`config.mk`:
```
export PLATFORM = sky130hd
export DESIGN_NAME = gpio_shift_out
export DESIGN_NICKNAME = d
export VERILOG_FILES = /design/src/rtl/gpio_shift_out.sv
export SDC_FILE = /design/constraint.sdc
export NUM_CORES = 1
export LEC_CHECK = 0
export CAP_MARGIN = 20
export CORE_MARGIN = 4
export CORE_UTILIZATION = 35
export CTS_CLUSTER_SIZE = 25
export DETAILED_ROUTE_END_ITERATION = 8
export PLACE_DENSITY = 0.61
export SKIP_LAST_GASP = 1
export SYNTH_ARGS = -nofsm -noshare
export SYNTH_HDL_FRONTEND = slang
export SYNTH_SLANG_ARGS = --single-unit
export TNS_END_PERCENT = 20
```
`constraint.sdc`:
```
create_clock -name clk -period 6.4 [get_ports clk]
set_input_delay 0.64 -clock clk [delete_from_list [all_inputs] [get_ports clk]]
set_output_delay 0.64 -clock clk [all_outputs]
set_load 0.1 [all_outputs]
```
`src/rtl/gpio_shift_out.sv`:
```
// Serializes the 32-bit GPIO output state onto a chain of 74HC595-style shift registers.
// Optional GPIO_SHIFT_LSB_FIRST_EN: shift bit 0 first instead of bit 31.
module gpio_shift_out #(
  parameter int unsigned CLK_DIV = 4
) (
  input  logic        clk,
  input  logic        rst_n,
  input  logic [31:0] state,
  output logic        sclk,
  output logic        sdata,
  output logic        latch,
  output logic        busy
);

  localparam logic [1:0] IDLE     = 2'd0;
  localparam logic [1:0] SHIFT_LO = 2'd1;
  localparam logic [1:0] SHIFT_HI = 2'd2;
  localparam logic [1:0] LATCH    = 2'd3;

  localparam logic [7:0] DIV_LAST = 8'(CLK_DIV - 1);

  logic [1:0]  fsm;
  logic [31:0] sent;
  logic [31:0] shadow;
  logic        pending;
  logic [5:0]  bitcnt;
  logic [7:0]  divcnt;
  logic        div_done;

  assign div_done = (divcnt == DIV_LAST);

  // Maps the shift position to the state bit presented on sdata.
  function automatic logic [4:0] bit_idx(input logic [4:0] cnt);
`ifdef GPIO_SHIFT_LSB_FIRST_EN
    return cnt;
`else
    return 5'd31 - cnt;
`endif
  endfunction

  always_ff @(posedge clk) begin
    // NOTE: all state is updated with non-blocking assignments so every branch
    // sees the pre-edge values of sent/shadow/bitcnt regardless of statement order.
    if (!rst_n) begin
      fsm     <= IDLE;
      sclk    <= 1'b0;
      sdata   <= 1'b0;
      latch   <= 1'b0;
      busy    <= 1'b0;
      sent    <= '0;
      shadow  <= '0;
      pending <= 1'b1;
      bitcnt  <= '0;
      divcnt  <= '0;
    end else begin
      case (fsm)
        IDLE: begin
          if (state != sent || pending) begin
            shadow  <= state;
            pending <= 1'b0;
            busy    <= 1'b1;
            bitcnt  <= '0;
            divcnt  <= '0;
            sdata   <= state[bit_idx(5'd0)];
            fsm     <= SHIFT_LO;
          end
        end
        SHIFT_LO: begin
          if (div_done) begin
            divcnt <= '0;
            sclk   <= 1'b1;
            fsm    <= SHIFT_HI;
          end else begin
            divcnt <= divcnt + 8'd1;
          end
        end
        SHIFT_HI: begin
          if (div_done) begin
            divcnt <= '0;
            sclk   <= 1'b0;
            if (bitcnt == 6'd31) begin
              latch <= 1'b1;
              fsm   <= LATCH;
            end else begin
              // Data only moves on the falling sclk transition.
              bitcnt <= bitcnt + 6'd1;
              sdata  <= shadow[bit_idx(bitcnt[4:0] + 5'd1)];
              fsm    <= SHIFT_LO;
            end
          end else begin
            divcnt <= divcnt + 8'd1;
          end
        end
        LATCH: begin
          if (div_done) begin
            divcnt <= '0;
            latch  <= 1'b0;
            busy   <= 1'b0;
            sdata  <= 1'b0;
            sent   <= shadow;
            fsm    <= IDLE;
          end else begin
            divcnt <= divcnt + 8'd1;
          end
        end
        default: fsm <= IDLE;
      endcase
    end
  end

endmodule
```
Run 1, logic cells by family:
Scale bar: 20 um.
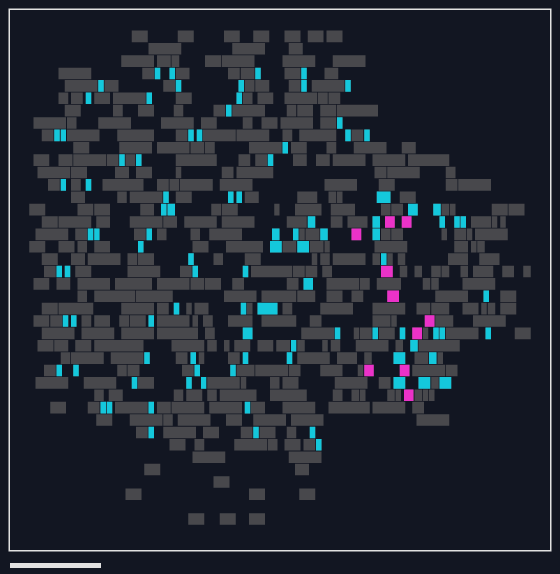
- magenta: and/or cells (cells 10; most used and3_1; where east)
- cyan: nand cells (cells 96; most used nand2_1)

Run 1, placed standard cells:
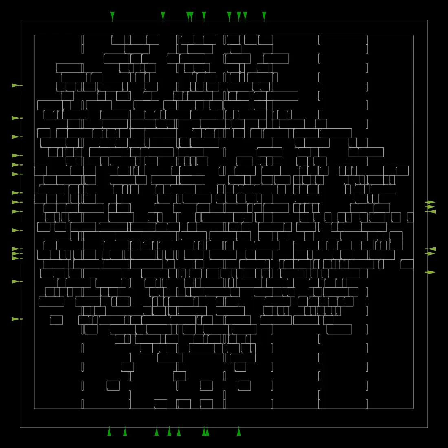
tapcells inserted: 147
share of the final layout cell area in sequential cells: 0.338
total of fill cells in the finished design: 1223
core utilization of the finished layout: 0.420

Run 1, cell area per tile:
The die is cut into 12 by 12 equal tiles; black is low, pale yellow is high, 0 to 100% covered.
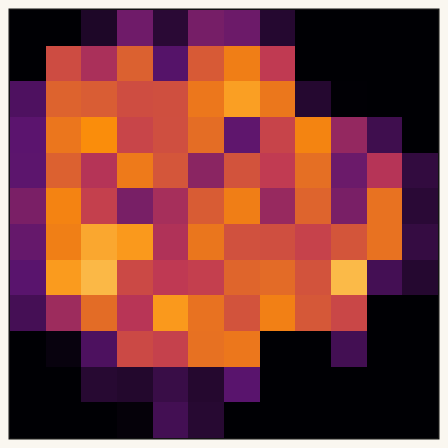
- fullest tile: 85%
- mean over tiles: 35%
- nearly empty tiles: 27%
- tiles over 75% full: 5.6%

Run 1, met3 routing:
Scale bar: 20 um.
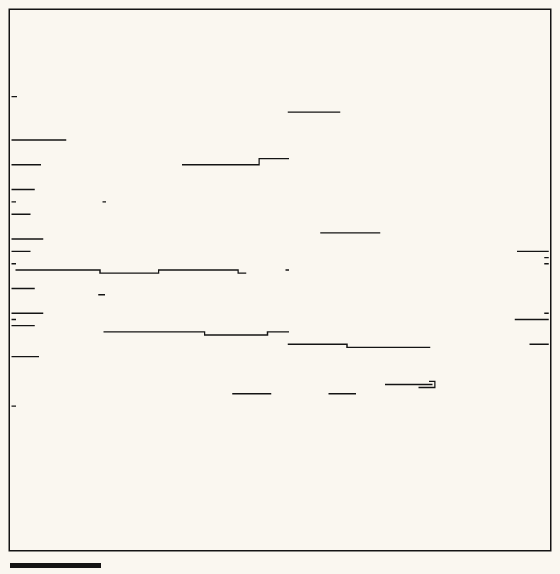
- share of all routed wire: 2.9%
- main direction: horizontal
- longest straight run: 22.1 um
- nets with wire on the layer: 26

## run 1: routing by layer
metal	vias to the layer above	track usage	wire (um)
met4	0	0.0456	127
met2	38	0.236	4750
met1	1546	0.186	4700
met3	12	0.0373	289
li1	1626	-	-
met5	-	0	0
## run 1: power by group through the flow
stage	Combinational (mW)	Clock (mW)	Sequential (mW)
finish	0.489	0.530	0.653
global route	0.535	0.566	0.662
CTS	0.493	0.542	0.653
detailed placement	0.490	0	0.665
global placement	0.480	0	0.662
floorplan	0.383	0	0.680
## run 1: per-stage QoR
step	std cells	power (mW)	instance area (um^2)	utilization	hold slack, ns
2_1_floorplan	455	1.06	4290	-	0.435
3_3_place_gp	620	1.14	4740	0.395	0.442
3_5_place_dp	620	1.16	4740	0.395	0.460
4_1_cts	635	1.69	5040	0.420	0.466
5_1_grt	635	1.76	5040	0.420	0.481
6_report	635	1.67	5040	0.420	0.464
## run 1: cells in the final DEF, fill, tap and decap left out, drive strengths merged, types with 7 or more instances in the layout
| master | count |
|---|---|
| nor2 | 13 |
| clkbuf | 11 |
| nor4 | 7 |
| nor2b | 40 |
| mux4 | 8 |
| o21ai | 12 |
| nand2 | 76 |
| dfxtp | 85 |
| a21boi | 36 |
| ha | 7 |
| xor2 | 25 |
| inv | 19 |
| clkdlybuf4s50 | 36 |
| mux2i | 34 |
| nand3 | 9 |
## run 1: tightest hold or removal path, stage by stage, from the launching register on
cell	delay, ns
sky130_fd_sc_hd__dfxtp_1	0.32
sky130_fd_sc_hd__nand2_1	0.06
sky130_fd_sc_hd__a21boi_1	0.05
## run 1: path summary, 6_finish.rpt
path | to | slack (ns) | cells past startpoint
setup / recovery | shadow[24] | 3.13 | 8
hold / removal | sent[19] | 0.46 | 2
setup reg to reg | shadow[24] | 3.56 | 7
hold reg to reg | sent[19] | 0.46 | 2
## run 1: synth_stat cells (all sizes together)
library cell  count  area share
dfxtp            85        0.40
nand2            76       0.067
nor2b            40       0.058
a21boi           36       0.063
mux2i            34       0.079
xor2             25       0.051
clkbuf           18       0.016
inv              17       0.015
nor2             13       0.011
o21ai            12       0.014
nand3             9       0.011
mux4              8       0.042
ha                7       0.020
nor4              7       0.019
nand3b            6       0.011
buf               5       0.013
a21oi             4      0.0047
and3              4      0.0058
nor3              4      0.0047
o221a             4       0.011
xnor2             4      0.0099
nand4             3      0.0058
o22ai             3      0.0044
o311a             3      0.0070
and2              2      0.0029
nor3b             2      0.0035
o21a              2      0.0035
o21bai            2      0.0035
o31ai             2      0.0067
or3               2      0.0029
or4               2      0.0035
a2111oi           1      0.0035
a21bo             1      0.0023
a221oi            1      0.0020
a222oi            1      0.0023
a22oi             1      0.0018
a2bb2oi           1      0.0035
a41oi             1      0.0020
mux2              1      0.0026
nand2b            1      0.0015
nand4b            1      0.0020
nor4b             1      0.0020
o211a             1      0.0023
o221ai            1      0.0035
o31a              1      0.0020
## run 1: flip-flops by register name (all words and copies together), names as in the netlist
register	cells
sent	32
shadow	32
divcnt	8
bitcnt	6
fsm	2
busy	1
latch	1
pending	1
sclk	1
sdata	1
==> flow_results.xml, run 1 <==
<?xml version="1.0" encoding="UTF-8"?>
<metrics>
  <group name="run_status">
    <metric name="status" unit="">completed</metric>
  </group>
  <group name="synth">
    <metric name="yosys-stat-area" unit="um^2">4290</metric>
    <metric name="ys.flops" unit="">85</metric>
    <metric name="ys_cells" unit="">455</metric>
    <metric name="comb_area_leader" unit="">simple AND/OR/NAND/NOR gates</metric>
    <metric name="fa_ha_area_frac" unit="">0.0204</metric>
    <metric name="synth.cellmix.xorXnorShare" unit="">0.0610</metric>
    <metric name="mappedNetlistArea" unit="um^2">4290</metric>
    <metric name="yosysUniqueCellTypes" unit="">56</metric>
    <metric name="floorplan.nets" unit="">496</metric>
    <metric name="synth_cells" unit="">455</metric>
    <metric name="synth_simple_gate_area_share" unit="">0.211</metric>
    <metric name="post_synthesis_average_cell_area" unit="um^2">9.42</metric>
    <metric name="yosys.area_share.aoi" unit="">0.143</metric>
    <metric name="post_synth_mux_share" unit="">0.124</metric>
    <metric name="synth_seq_share" unit="">0.397</metric>
    <metric name="synth-warning-count" unit="">0</metric>
  </group>
  <group name="worst_setup_path">
    <metric name="critical_path.endpoint_type" unit="">flop</metric>
    <metric name="worst_path_max_delay_cell" unit="">sky130_fd_sc_hd__o31ai_4</metric>
    <metric name="crit_path_max_fanout" unit="">26</metric>
    <metric name="crit_path_start" unit="">state[10]</metric>
    <metric name="worst_ep_required_time" unit="ns">6.64</metric>
    <metric name="critical_path_buffers_and_inverters" unit="">2</metric>
    <metric name="data_arrival_time_at_the_worst_slack_endpoint" unit="ns">3.51</metric>
    <metric name="worstSetupStartpointType" unit="">primary input</metric>
    <metric name="timing_worst_setup_path_type" unit="">in2reg</metric>
    <metric name="category_of_cells_accounting_for_the_largest_share_of_critical_path_delay" unit="">buffers and inverters</metric>
    <metric name="timing.critical_path.cells" unit="">clkdlybuf4s50_1 -&gt; xor2_1 -&gt; nor4_1 -&gt; nand4_1 -&gt; o31ai_4 -&gt; buf_4 -&gt; mux2i_1 -&gt; nor2b_1</metric>
    <metric name="rr_startpoint" unit="">sent[7]</metric>
    <metric name="slowest_delay" unit="ns">0.59</metric>
  </group>
  <group name="cts">
    <metric name="cts.sink_count" unit="">85</metric>
    <metric name="root_buffer" unit="">sky130_fd_sc_hd__clkbuf_16</metric>
    <metric name="cts_made_buffers" unit="">9</metric>
    <metric name="clock_insertion_delay_worst_skew" unit="ns">0.35</metric>
    <metric name="postCtsSetupRepairBufs" unit="">0</metric>
    <metric name="clockBufferDepth" unit="">2</metric>
    <metric name="post_cts_hold_buffer_count" unit="">0</metric>
    <metric name="ctsResizeCount" unit="">0</metric>
    <metric name="clkTransAtPathRegs" unit="ns">0.06</metric>
    <metric name="clock_tree.htree_level_count" unit="">3</metric>
    <metric name="cts_tree" unit="">done</metric>
  </group>
  <group name="floorplan">
    <metric name="die_w" unit="um">119</metric>
    <metric name="floorplan.initialDensity" unit="">0.357</metric>
    <metric name="floorplan.core_area" unit="um^2">12000</metric>
    <metric name="fp-row-count" unit="">40</metric>
    <metric name="die_h" unit="um">119</metric>
    <metric name="boundaryPins" unit="">38</metric>
    <metric name="dieArea" unit="um^2">14100</metric>
  </group>
  <group name="timing">
    <metric name="worstMarginPinSlew" unit="ns">1.01</metric>
    <metric name="timing.max_slew.rel_slack" unit="">0.319</metric>
    <metric name="fin_tns_setup" unit="ns">0</metric>
    <metric name="min_period_over_period" unit="">0.512</metric>
    <metric name="final_max_slew_viol_count" unit="">0</metric>
    <metric name="timing_hold_violations_final" unit="">0</metric>
    <metric name="finalWorstSetupSlack" unit="ns">3.13</metric>
    <metric name="tmin_final" unit="ns">3.27</metric>
    <metric name="fmax" unit="GHz">0.305</metric>
    <metric name="setup_viol" unit="">0</metric>
    <metric name="final_setup_skew" unit="ns">0.00816</metric>
    <metric name="rsz0062_at_grt" unit="">no</metric>
  </group>
  <group name="finish">
    <metric name="comb-cell-share" unit="">0.476</metric>
    <metric name="final.signal_inverter_count" unit="">17</metric>
    <metric name="layout.sequential_cells" unit="">85</metric>
    <metric name="fin_nets" unit="">525</metric>
    <metric name="flow.area_growth_from_synthesis" unit="%">17.6</metric>
    <metric name="multiInputCombCellCount" unit="">330</metric>
    <metric name="num-nonclk-buffers" unit="">41</metric>
    <metric name="largestClassByArea" unit="">multi-input combinational cells</metric>
    <metric name="register_area" unit="um^2">1700</metric>
    <metric name="clk_share" unit="">0.0591</metric>
    <metric name="area.combinational" unit="um^2">2400</metric>
    <metric name="antennaDiodeCount" unit="">0</metric>
    <metric name="final.clkbuf_count" unit="">11</metric>
    <metric name="signal_buffer_area_fraction" unit="">0.0784</metric>
    <metric name="layout-drive-gt1-share" unit="">0.0840</metric>
  </group>
  <group name="power">
    <metric name="sequential_power_share" unit="">0.391</metric>
    <metric name="net-switching-power" unit="mW">0.543</metric>
    <metric name="power.combinational.fraction" unit="">0.292</metric>
    <metric name="power_report.internal_total" unit="mW">1.13</metric>
    <metric name="static-leakage-power" unit="nW">1.87</metric>
    <metric name="share_clk_of_total_power" unit="">0.317</metric>
    <metric name="power_density" unit="nW/um^2">332</metric>
    <metric name="peakVddDrop" unit="mV">0.210</metric>
    <metric name="power.share.switching" unit="">0.325</metric>
  </group>
  <group name="detailed_routing">
    <metric name="count_of_vias_placed_by_the_detailed_router" unit="">3222</metric>
    <metric name="routed_length_per_placed_instance" unit="um">15.5</metric>
    <metric name="finalWirelength" unit="um">9870</metric>
    <metric name="drt-vias-per-instance" unit="">5.07</metric>
    <metric name="final_antenna_violating_net_count" unit="">0</metric>
    <metric name="drt_iter0_markers" unit="">127</metric>
    <metric name="route.detailed.drc" unit="">0</metric>
    <metric name="drt_pre_antenna_iters" unit="">4</metric>
  </group>
  <group name="grt">
    <metric name="groute.usage.overall" unit="">0.144</metric>
    <metric name="first_global_vias" unit="">3197</metric>
    <metric name="grt_antenna_before_repair" unit="">0</metric>
    <metric name="leftover_overflow_at_the_end_of_global_routing" unit="">0</metric>
    <metric name="largest_net_degree_at_the_start_of_global_routing" unit="">85</metric>
    <metric name="grt_pass1_wl" unit="um">16300</metric>
  </group>
  <group name="flow_run">
    <metric name="maxCapViolCount" unit="">0</metric>
    <metric name="stage_log_warnings" unit="">30</metric>
  </group>
  <group name="place">
    <metric name="io_buffers" unit="">37</metric>
    <metric name="gpl.final_weighted_congestion" unit="">0.756</metric>
    <metric name="dpl_worst_slack" unit="ns">2.71</metric>
    <metric name="dp.final_hpwl" unit="um">6750</metric>
  </group>
  <group name="min_path">
    <metric name="worst_hold_path_type" unit="">reg2reg</metric>
    <metric name="worst_hold_launch" unit="">shadow[19]</metric>
  </group>
</metrics>
Run 1, I/O nets highlighted:
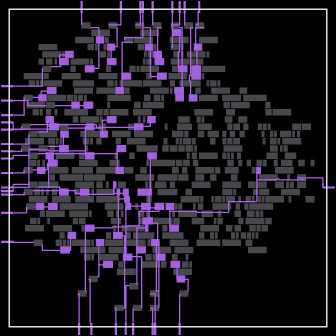

==> run 2, diff against run 1 <==
==> constraint.sdc (replaced) <==
create_clock -name clk -period 3.15 [get_ports clk]
set_input_delay 0.315 -clock clk [delete_from_list [all_inputs] [get_ports clk]]
set_output_delay 0.315 -clock clk [all_outputs]
set_load 0.1 [all_outputs]
Run 2, I/O nets highlighted:
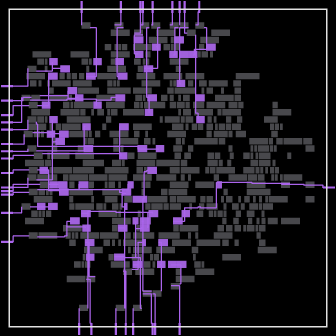
- purple: state (bits 32; direction input; end cells 69; wire 1200 um)

==> run 2 against run 1 <==
Net effect:
- via count up 1.7%
- final area increased by 0.74%
- first-iteration DRC count is 34% higher
- clock power is 92% higher
- register-to-register slack worse by 2.8 ns
- sequential power grew 100%
- die size did not move
- setup slack lost 2.5 ns
- hold slack worse by 0.0022 ns
- sequential cell count did not move
- combinational power up 110%
- largest power group unchanged
==> flow_results.xml, run 2 <==
<?xml version="1.0" encoding="UTF-8"?>
<metrics>
  <group name="run_status">
    <metric name="status" unit="">completed</metric>
  </group>
  <group name="worst_setup_path">
    <metric name="r2r_setup_slack" unit="ns">0.74</metric>
    <metric name="worst_setup_path_endpoint" unit="">bitcnt[5]</metric>
    <metric name="data_arrival_time_at_the_worst_slack_endpoint" unit="ns">2.75</metric>
    <metric name="r2r.worst_path.cells" unit="">7</metric>
    <metric name="slowest_delay" unit="ns">0.49</metric>
    <metric name="worst_path_max_delay_cell" unit="">sky130_fd_sc_hd__nor4_1</metric>
    <metric name="worstSetupStartpointType" unit="">primary input</metric>
    <metric name="crit_path_start" unit="">state[7]</metric>
    <metric name="timing.critical_path.cells" unit="">clkdlybuf4s50_1 -&gt; xor2_1 -&gt; nor4_1 -&gt; nand4_1 -&gt; nor4_4 -&gt; buf_4 -&gt; o21ai_1 -&gt; o22ai_1</metric>
    <metric name="worst_ep_required_time" unit="ns">3.41</metric>
    <metric name="crit_path_max_fanout" unit="">19</metric>
    <metric name="critical_path.endpoint_type" unit="">flop</metric>
  </group>
  <group name="timing">
    <metric name="min_period_over_period" unit="">0.790</metric>
    <metric name="fin_tns_setup" unit="ns">0</metric>
    <metric name="fmax" unit="GHz">0.402</metric>
    <metric name="setup_viol" unit="">0</metric>
    <metric name="timing.max_slew.rel_slack" unit="">0.355</metric>
    <metric name="final_setup_skew" unit="ns">0.00642</metric>
    <metric name="worstMarginPinSlew" unit="ns">0.964</metric>
    <metric name="timing_hold_violations_final" unit="">0</metric>
  </group>
  <group name="cts">
    <metric name="ctsResizeCount" unit="">0</metric>
    <metric name="postCtsSetupRepairBufs" unit="">0</metric>
    <metric name="clock_insertion_delay_worst_skew" unit="ns">0.34</metric>
    <metric name="clkTransAtPathRegs" unit="ns">0.06</metric>
    <metric name="cts_tree" unit="">done</metric>
    <metric name="clockBufferDepth" unit="">2</metric>
  </group>
  <group name="min_path">
    <metric name="hold-path-cell-count" unit="">2</metric>
    <metric name="worst_hold_path_type" unit="">reg2reg</metric>
  </group>
  <group name="synth">
    <metric name="synth.most_common_cell" unit="">sky130_fd_sc_hd__dfxtp_1</metric>
    <metric name="yosysUniqueCellTypes" unit="">56</metric>
    <metric name="synth_seq_share" unit="">0.397</metric>
    <metric name="enable_flop_cells" unit="">0</metric>
    <metric name="synth-async-reset-ratio" unit="">0</metric>
    <metric name="top_area_frac" unit="">0.397</metric>
    <metric name="synth.area.top_cells" unit="">sky130_fd_sc_hd__dfxtp_1, sky130_fd_sc_hd__mux2i_1, sky130_fd_sc_hd__nand2_1, sky130_fd_sc_hd__nor2b_1, sky130_fd_sc_hd__xor2_1</metric>
    <metric name="synth_cells" unit="">455</metric>
    <metric name="ys.flop_type" unit="">sky130_fd_sc_hd__dfxtp_1</metric>
    <metric name="synth-warning-count" unit="">0</metric>
    <metric name="yosys-stat-area" unit="um^2">4290</metric>
    <metric name="post_synthesis_average_cell_area" unit="um^2">9.42</metric>
  </group>
  <group name="finish">
    <metric name="fin_nets" unit="">530</metric>
    <metric name="total_of_fill_cells_in_the_finished_design" unit="">1201</metric>
    <metric name="layout-drive-gt1-share" unit="">0.0972</metric>
    <metric name="flow.area_growth_from_synthesis" unit="%">18.5</metric>
    <metric name="final_design_area_no_fill" unit="um^2">5080</metric>
    <metric name="antennaDiodeCount" unit="">0</metric>
    <metric name="layout_top_cell_excl_fill_tap" unit="">sky130_fd_sc_hd__dfxtp_1</metric>
    <metric name="highest_count_cells_in_the_layout_ignoring_fill_and_taps" unit="">sky130_fd_sc_hd__dfxtp_1, sky130_fd_sc_hd__nand2_1, sky130_fd_sc_hd__nor2b_1, sky130_fd_sc_hd__clkdlybuf4s50_1, sky130_fd_sc_hd__mux2i_1</metric>
  </group>
  <group name="floorplan">
    <metric name="boundaryPins" unit="">38</metric>
    <metric name="fp-row-count" unit="">40</metric>
    <metric name="die_h" unit="um">119</metric>
  </group>
  <group name="grt">
    <metric name="largest_net_degree_at_the_start_of_global_routing" unit="">48</metric>
    <metric name="grt_antenna_before_repair" unit="">0</metric>
    <metric name="leftover_overflow_at_the_end_of_global_routing" unit="">0</metric>
    <metric name="grt_pass1_wl" unit="um">16600</metric>
    <metric name="groute.usage.overall" unit="">0.147</metric>
  </group>
  <group name="place">
    <metric name="io_buffers" unit="">37</metric>
    <metric name="gpl.final_weighted_congestion" unit="">0.818</metric>
  </group>
  <group name="detailed_routing">
    <metric name="drt_pre_antenna_iters" unit="">4</metric>
    <metric name="drt_iter0_markers" unit="">170</metric>
    <metric name="count_of_vias_placed_by_the_detailed_router" unit="">3278</metric>
    <metric name="route.detailed.drc" unit="">0</metric>
    <metric name="drt-vias-per-instance" unit="">5.11</metric>
  </group>
  <group name="flow_run">
    <metric name="maxCapViolCount" unit="">0</metric>
  </group>
</metrics>
Run 2, logic cells by family:
Scale bar: 20 um.
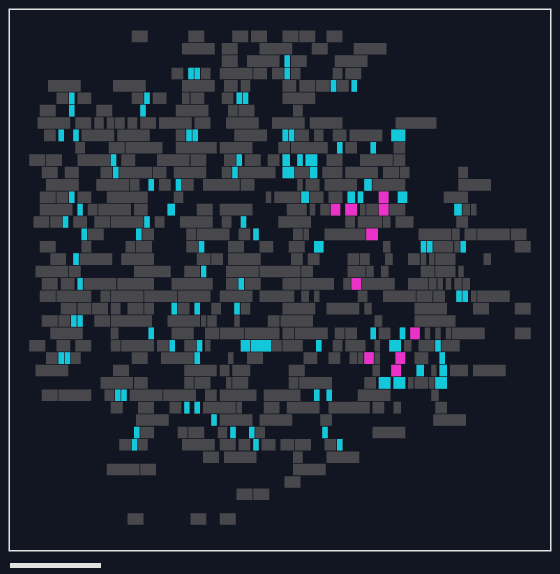
- cyan: nand cells (cells 96; most used nand2_1)
- magenta: and/or cells (cells 10; most used and3_1)

run 2: cell counts after synthesis:
No cell type changed its count.
run 2: report_power, final:
| part | internal (mW) | leakage (nW) | total, mW | switching [mW] |
|---|---|---|---|---|
| registers | 1.22 | 0.693 | 1.33 | 0.111 |
| clock network | 0.563 | 0.141 | 1.02 | 0.460 |
| logic | 0.478 | 1.06 | 1.04 | 0.565 |
run 2: per-layer routing:
metal,vias to the layer above,track usage,part of all wire
met5,-,0,0
li1,1635,-,-
met3,11,0.0292,0.030
met2,49,0.242,0.48
met1,1583,0.193,0.48
met4,0,0.0485,0.017
run 2: stage by stage:
step,power (mW),setup WS (ns),util,hold WS [ns],instances
2_1_floorplan,2.16,0.964,-,0.435,455
3_3_place_gp,2.37,0.261,0.399,0.444,625
3_5_place_dp,2.40,0.243,0.399,0.455,625
4_1_cts,3.43,0.601,0.423,0.464,641
5_1_grt,3.58,0.469,0.423,0.484,641
6_report,3.39,0.662,0.423,0.462,641
run 2: cell families (layout without fill, tap and decap cells):
group	after synthesis	after routing	share of synthesized area
flops	85	85	0.397
compound gates	78	78	0.143
mux	43	43	0.124
xor+xnor	29	29	0.0610
simple gates	173	173	0.211
buf+inv	40	79	0.0441
fa+ha+maj	7	7	0.0204
run 2: layout make-up:
| cell class | instances | area, um^2 | area share |
|---|---|---|---|
| flip-flops and latches | 85 | 1700 | 0.335 |
| clock buffers | 10 | 239 | 0.0471 |
| repair buffers | 46 | 445 | 0.0877 |
| multi-input cells | 330 | 2400 | 0.472 |
| inverters | 17 | 63.8 | 0.0126 |
| well taps | 147 | 184 | 0.0362 |
| clock inverters | 6 | 46.3 | 0.00912 |
run 2: how the worst min path moves through the flow:
| stage | from | endpoint | slack, ns |
|---|---|---|---|
| 2_1_floorplan | sent[21] | sent[21] | 0.44 |
| 5_1_grt | sent[13] | sent[13] | 0.48 |
| 3_5_place_dp | sent[21] | sent[21] | 0.46 |
| 3_3_place_gp | sent[21] | sent[21] | 0.44 |
| 4_1_cts | sent[21] | sent[21] | 0.46 |
| 6_report | sent[21] | sent[21] | 0.46 |
run 2: critical path: cells and delay by family:
kind            cells  cell delay, ns
simple gates        3            1.15
buf+inv             2            0.72
compound gates      2            0.40
xor+xnor            1            0.16
Power is estimated from default activity; no workload was simulated.
